[src/rtl/tamagotchi_cmd_sched_if.sv]
// tamagotchi_cmd_sched_if: valid/ready stat-command channel from scheduler to stat datapath
interface tamagotchi_cmd_sched_if;
  logic       cmd_valid;
  logic       cmd_ready;
  logic [1:0] cmd_sel;
  logic [1:0] cmd_op;
  modport master (output cmd_valid, cmd_sel, cmd_op, input cmd_ready);
  modport slave (input cmd_valid, cmd_sel, cmd_op, output cmd_ready);
endinterface

[src/rtl/tamagotchi_cmd_sched.sv]
// tamagotchi_cmd_sched: serializes button presses and decay ticks into stat-update commands
module tamagotchi_cmd_sched #(
  parameter int DECAY_SALUD     = 120,
  parameter int DECAY_ENERGIA   = 100,
  parameter int DECAY_HAMBRE    = 70,
  parameter int DECAY_DIVERSION = 50,
  parameter int TEST_HOLD       = 5
) (
  input  logic                   clk,
  input  logic                   btn_reset,
  input  logic                   tick_1s,
  input  logic                   btn_salud,
  input  logic                   btn_energia,
  input  logic                   btn_hambre,
  input  logic                   btn_diversion,
  input  logic                   btn_test,
  tamagotchi_cmd_sched_if.master cmd,
  output logic [1:0]             view_sel,
  output logic                   test_mode
);
  localparam logic [1:0] OP_INC = 2'd0;
  localparam logic [1:0] OP_DEC = 2'd1;
  localparam logic [1:0] OP_MIN = 2'd2;
  localparam logic [1:0] OP_MAX = 2'd3;
  localparam logic [7:0] LAST [4] = '{8'(DECAY_SALUD - 1), 8'(DECAY_ENERGIA - 1),
                                     8'(DECAY_HAMBRE - 1), 8'(DECAY_DIVERSION - 1)};
  localparam logic [7:0] HOLD_LAST = 8'(TEST_HOLD - 1);
  localparam logic [7:0] HOLD_MAX = 8'(TEST_HOLD);
  function automatic logic [1:0] first(input logic [3:0] v);
    return v[0] ? 2'd0 : v[1] ? 2'd1 : v[2] ? 2'd2 : 2'd3;
  endfunction
  logic [3:0] btn, btn_q, edg, usr_pend, dec_pend, force_tgl, usr_set, expire;
  logic [3:0] usr_av, dec_av, clr, usr_clr, dec_clr;
  logic [7:0] cnt [4];
  logic [7:0] hold;
  logic       fired, mode_chg, arb, use_usr, load;
  logic [1:0] press, pick, op_nxt;
  // edge detect, decay expiry, test toggle and arbitration decisions for this cycle
  always_comb begin
    btn = {btn_diversion, btn_hambre, btn_energia, btn_salud};
    edg = btn & ~btn_q;
    press = first(edg);
    usr_set = (|edg && press == view_sel) ? 4'b0001 << press : 4'b0000;
    for (int i = 0; i < 4; i++) expire[i] = tick_1s && !test_mode && cnt[i] == LAST[i];
    mode_chg = tick_1s && btn_test && !fired && hold == HOLD_LAST;
    usr_av = mode_chg ? 4'b0000 : usr_pend;
    dec_av = mode_chg ? 4'b0000 : dec_pend;
    use_usr = |usr_av;
    pick = use_usr ? first(usr_av) : first(dec_av);
    arb = !cmd.cmd_valid || cmd.cmd_ready;
    load = arb && (use_usr || |dec_av);
    clr = load ? 4'b0001 << pick : 4'b0000;
    usr_clr = use_usr ? clr : 4'b0000;
    dec_clr = use_usr ? 4'b0000 : clr;
    op_nxt = !use_usr ? OP_DEC : !test_mode ? OP_INC : force_tgl[pick] ? OP_MAX : OP_MIN;
  end
  // button history tracks levels even in reset so buttons held across reset are not presses
  always_ff @(posedge clk) btn_q <= btn;
  // view selection, test-mode latch, pending sets, decay counters and command register
  always_ff @(posedge clk) begin
    if (btn_reset) begin
      view_sel <= '0;
      test_mode <= 1'b0;
      hold <= '0;
      fired <= 1'b0;
      usr_pend <= '0;
      dec_pend <= '0;
      force_tgl <= '0;
      for (int i = 0; i < 4; i++) cnt[i] <= '0;
      cmd.cmd_valid <= 1'b0;
      cmd.cmd_sel <= '0;
      cmd.cmd_op <= '0;
    end else begin
      if (|edg && press != view_sel) view_sel <= press;
      if (!btn_test) begin
        hold <= '0;
        fired <= 1'b0;
      end else if (tick_1s && hold != HOLD_MAX) hold <= hold + 8'd1;
      if (mode_chg) begin
        test_mode <= !test_mode;
        fired <= 1'b1;
        usr_pend <= '0;
        dec_pend <= '0;
        force_tgl <= '0;
        for (int i = 0; i < 4; i++) cnt[i] <= '0;
      end else begin
        usr_pend <= (usr_pend & ~usr_clr) | usr_set;
        dec_pend <= (dec_pend & ~dec_clr) | expire;
        force_tgl <= force_tgl ^ (test_mode ? usr_clr : 4'b0000);
        if (tick_1s && !test_mode)
          for (int i = 0; i < 4; i++) cnt[i] <= expire[i] ? 8'd0 : cnt[i] + 8'd1;
      end
      if (arb) cmd.cmd_valid <= load;
      if (load) begin
        cmd.cmd_sel <= pick;
        cmd.cmd_op <= op_nxt;
      end
    end
  end
endmodule

[src/flat_wrapper.sv]
// flat-port wrapper written by rule: the top's interface ports become plain ports
module tamagotchi_cmd_sched_flat 
#(
  parameter int DECAY_SALUD     = 120,
  parameter int DECAY_ENERGIA   = 100,
  parameter int DECAY_HAMBRE    = 70,
  parameter int DECAY_DIVERSION = 50,
  parameter int TEST_HOLD       = 5
)
  (clk, btn_reset, tick_1s, btn_salud, btn_energia, btn_hambre, btn_diversion, btn_test, view_sel, test_mode, cmd_cmd_valid, cmd_cmd_sel, cmd_cmd_op, cmd_cmd_ready);
  tamagotchi_cmd_sched_if cmd_i ();
  input  logic clk;
  input  logic btn_reset;
  input  logic tick_1s;
  input  logic btn_salud;
  input  logic btn_energia;
  input  logic btn_hambre;
  input  logic btn_diversion;
  input  logic btn_test;
  output logic [1:0] view_sel;
  output logic test_mode;
  output wire logic [$bits(cmd_i.cmd_valid)-1:0] cmd_cmd_valid;
  output wire logic [$bits(cmd_i.cmd_sel)-1:0] cmd_cmd_sel;
  output wire logic [$bits(cmd_i.cmd_op)-1:0] cmd_cmd_op;
  input wire logic [$bits(cmd_i.cmd_ready)-1:0] cmd_cmd_ready;
  assign cmd_cmd_valid = cmd_i.cmd_valid;
  assign cmd_cmd_sel = cmd_i.cmd_sel;
  assign cmd_cmd_op = cmd_i.cmd_op;
  assign cmd_i.cmd_ready = cmd_cmd_ready;
  tamagotchi_cmd_sched #(.DECAY_SALUD(DECAY_SALUD), .DECAY_ENERGIA(DECAY_ENERGIA), .DECAY_HAMBRE(DECAY_HAMBRE), .DECAY_DIVERSION(DECAY_DIVERSION), .TEST_HOLD(TEST_HOLD)) u_core (.clk(clk), .btn_reset(btn_reset), .tick_1s(tick_1s), .btn_salud(btn_salud), .btn_energia(btn_energia), .btn_hambre(btn_hambre), .btn_diversion(btn_diversion), .btn_test(btn_test), .cmd(cmd_i), .view_sel(view_sel), .test_mode(test_mode));
endmodule
[config.mk]
export PLATFORM = sky130hd
export DESIGN_NAME = tamagotchi_cmd_sched_flat
export DESIGN_NICKNAME = d
export VERILOG_FILES = /design/src/rtl/tamagotchi_cmd_sched_if.sv /design/src/rtl/tamagotchi_cmd_sched.sv /design/src/flat_wrapper.sv
export SDC_FILE = /design/constraint.sdc
export NUM_CORES = 1
export LEC_CHECK = 0
export CAP_MARGIN = 20
export CORE_UTILIZATION = 50
export DETAILED_ROUTE_END_ITERATION = 7
export PLACE_DENSITY = 0.68
export SETUP_SLACK_MARGIN = 0.4
export SLEW_MARGIN = 20
export SYNTH_ARGS = -nofsm -noshare
export SYNTH_HDL_FRONTEND = slang
export SYNTH_SLANG_ARGS = --single-unit
[constraint.sdc]
create_clock -name clk -period 4.95 [get_ports clk]
set_clock_uncertainty 0.15 [all_clocks]
set_input_delay 0.99 -clock clk [delete_from_list [all_inputs] [get_ports clk]]
set_output_delay 0.99 -clock clk [all_outputs]
set_load 0.01 [all_outputs]
==> images/gates.png <==
Scale bar: 20 microns.
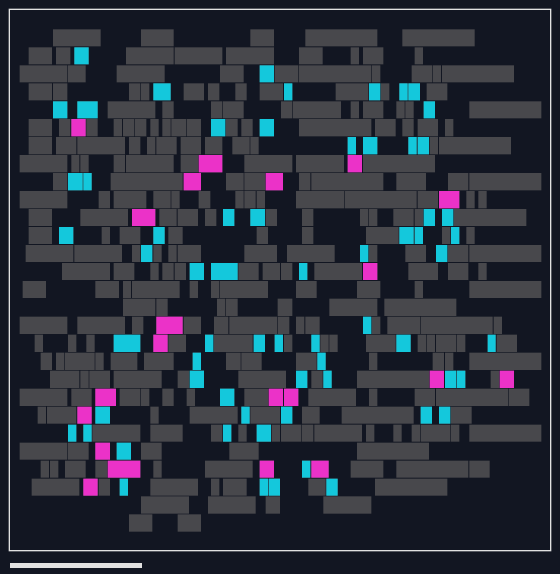
| color | family | cells |
|---|---|---|
| cyan | nand cells | 64 |
| magenta | and/or cells | 21 |
fin cells: 440
most frequent logic cell in the layout: nor2_1
Comb area share: 43.5%

==> images/placed.png <==
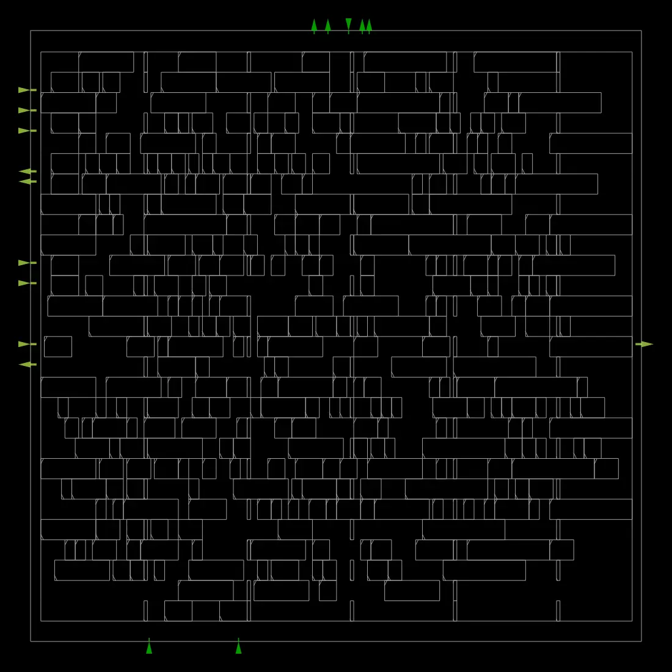
tapcells inserted: 75
final core occ: 59.5%
core box area: 6030 sq um
register share of the cell area: 43.0%

==> images/m3.png <==
Scale bar: 20 microns.
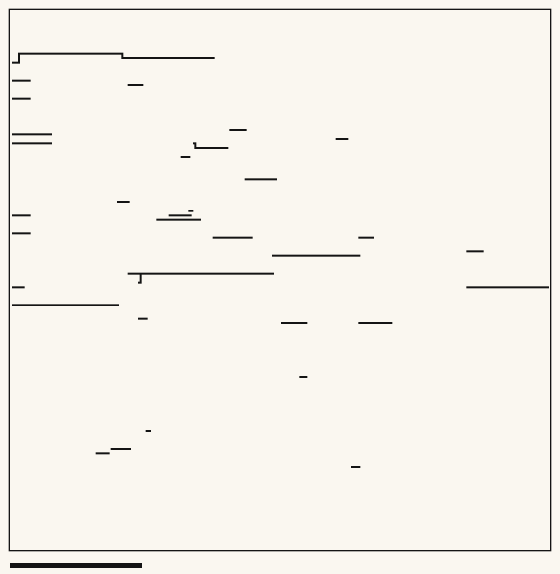
nets with wire on the layer: 22
main direction: horizontal
longest straight run: 21.8 microns
Routed WL: 6130 microns
via count: 2,453
grt met3 use: 4.22%

## flip-flops by register name, indices dropped and copies added, names as in the netlist
| signal | count |
|---|---|
| u_core.force_tgl | 4 |
| u_core.dec_pend | 4 |
| u_core.fired | 1 |
| u_core.view_sel | 2 |
| u_core.cnt | 32 |
| u_core.cmd.cmd_sel | 2 |
| u_core.usr_pend | 4 |
| u_core.test_mode | 1 |
| u_core.hold | 8 |
| u_core.btn_q | 4 |
| u_core.cmd.cmd_op | 2 |
| u_core.cmd.cmd_valid | 1 |
## layout make-up
type,count,area [sq um],share of cell area [%]
Clock buffer,11,131,3.66
Tap cell,75,93.8,2.62
Clock inverter,5,46.3,1.29
Timing Repair Buffer,17,168,4.67
Inverter,12,45.0,1.26
Sequential cell,65,1540,43.0
Multi-Input combinational cell,255,1560,43.5
==> summary.txt <==
YS warnings - 0
Synth area leaders - dfxtp_1 26%, edfxtp_1 23%, nor2_1 6.6%
Part of the power in registers - 53.4%
DIE WIDTH - 81.7 microns
Sequential share of the synthesized area - 48.5%
MUX area fraction - 0.945%
Clk slew on worst S/H paths - 0.07 ns
Grt peak-use layer - met2
Critical Path Stages - 5
Final critical-path required period - 3.39 ns
Inserted Clock Buffers - 9
Critical path class - in2reg
Min-delay src - u_core.cmd.cmd_sel[1]$_SDFFE_PP0N_
Routed wire per std cell - 13.9 microns
Hold endpoint - u_core.cmd.cmd_sel[1]$_SDFFE_PP0N_
Int Power - 0.000850 W
MaxCap Viol Count - 0
# hold bufs at CTS - 0
Post-CTS sizing - 0
CP startpoint - tick_1s
Hold depth - 2
Initial antenna violation count - 0
Layout Nets - 378
Combinational fraction of design power - 8.8%
Run status - completed
Drt pass-1 iters - 4
Ao+oa area frac - 11.1%
Hold crit path type - reg2reg
Setup WS post-layout - 1.56 ns
Switching power - 0.000275 W
Vias per cell - 5.58
Power Sequential - 0.000602 W
DP Worst Slack - 1.16 ns
Placed cell area - 3410 sq um
Crit path max-delay cell type - o31ai_2
Power figures rest on the tool's default switching activity, not on a simulated workload.
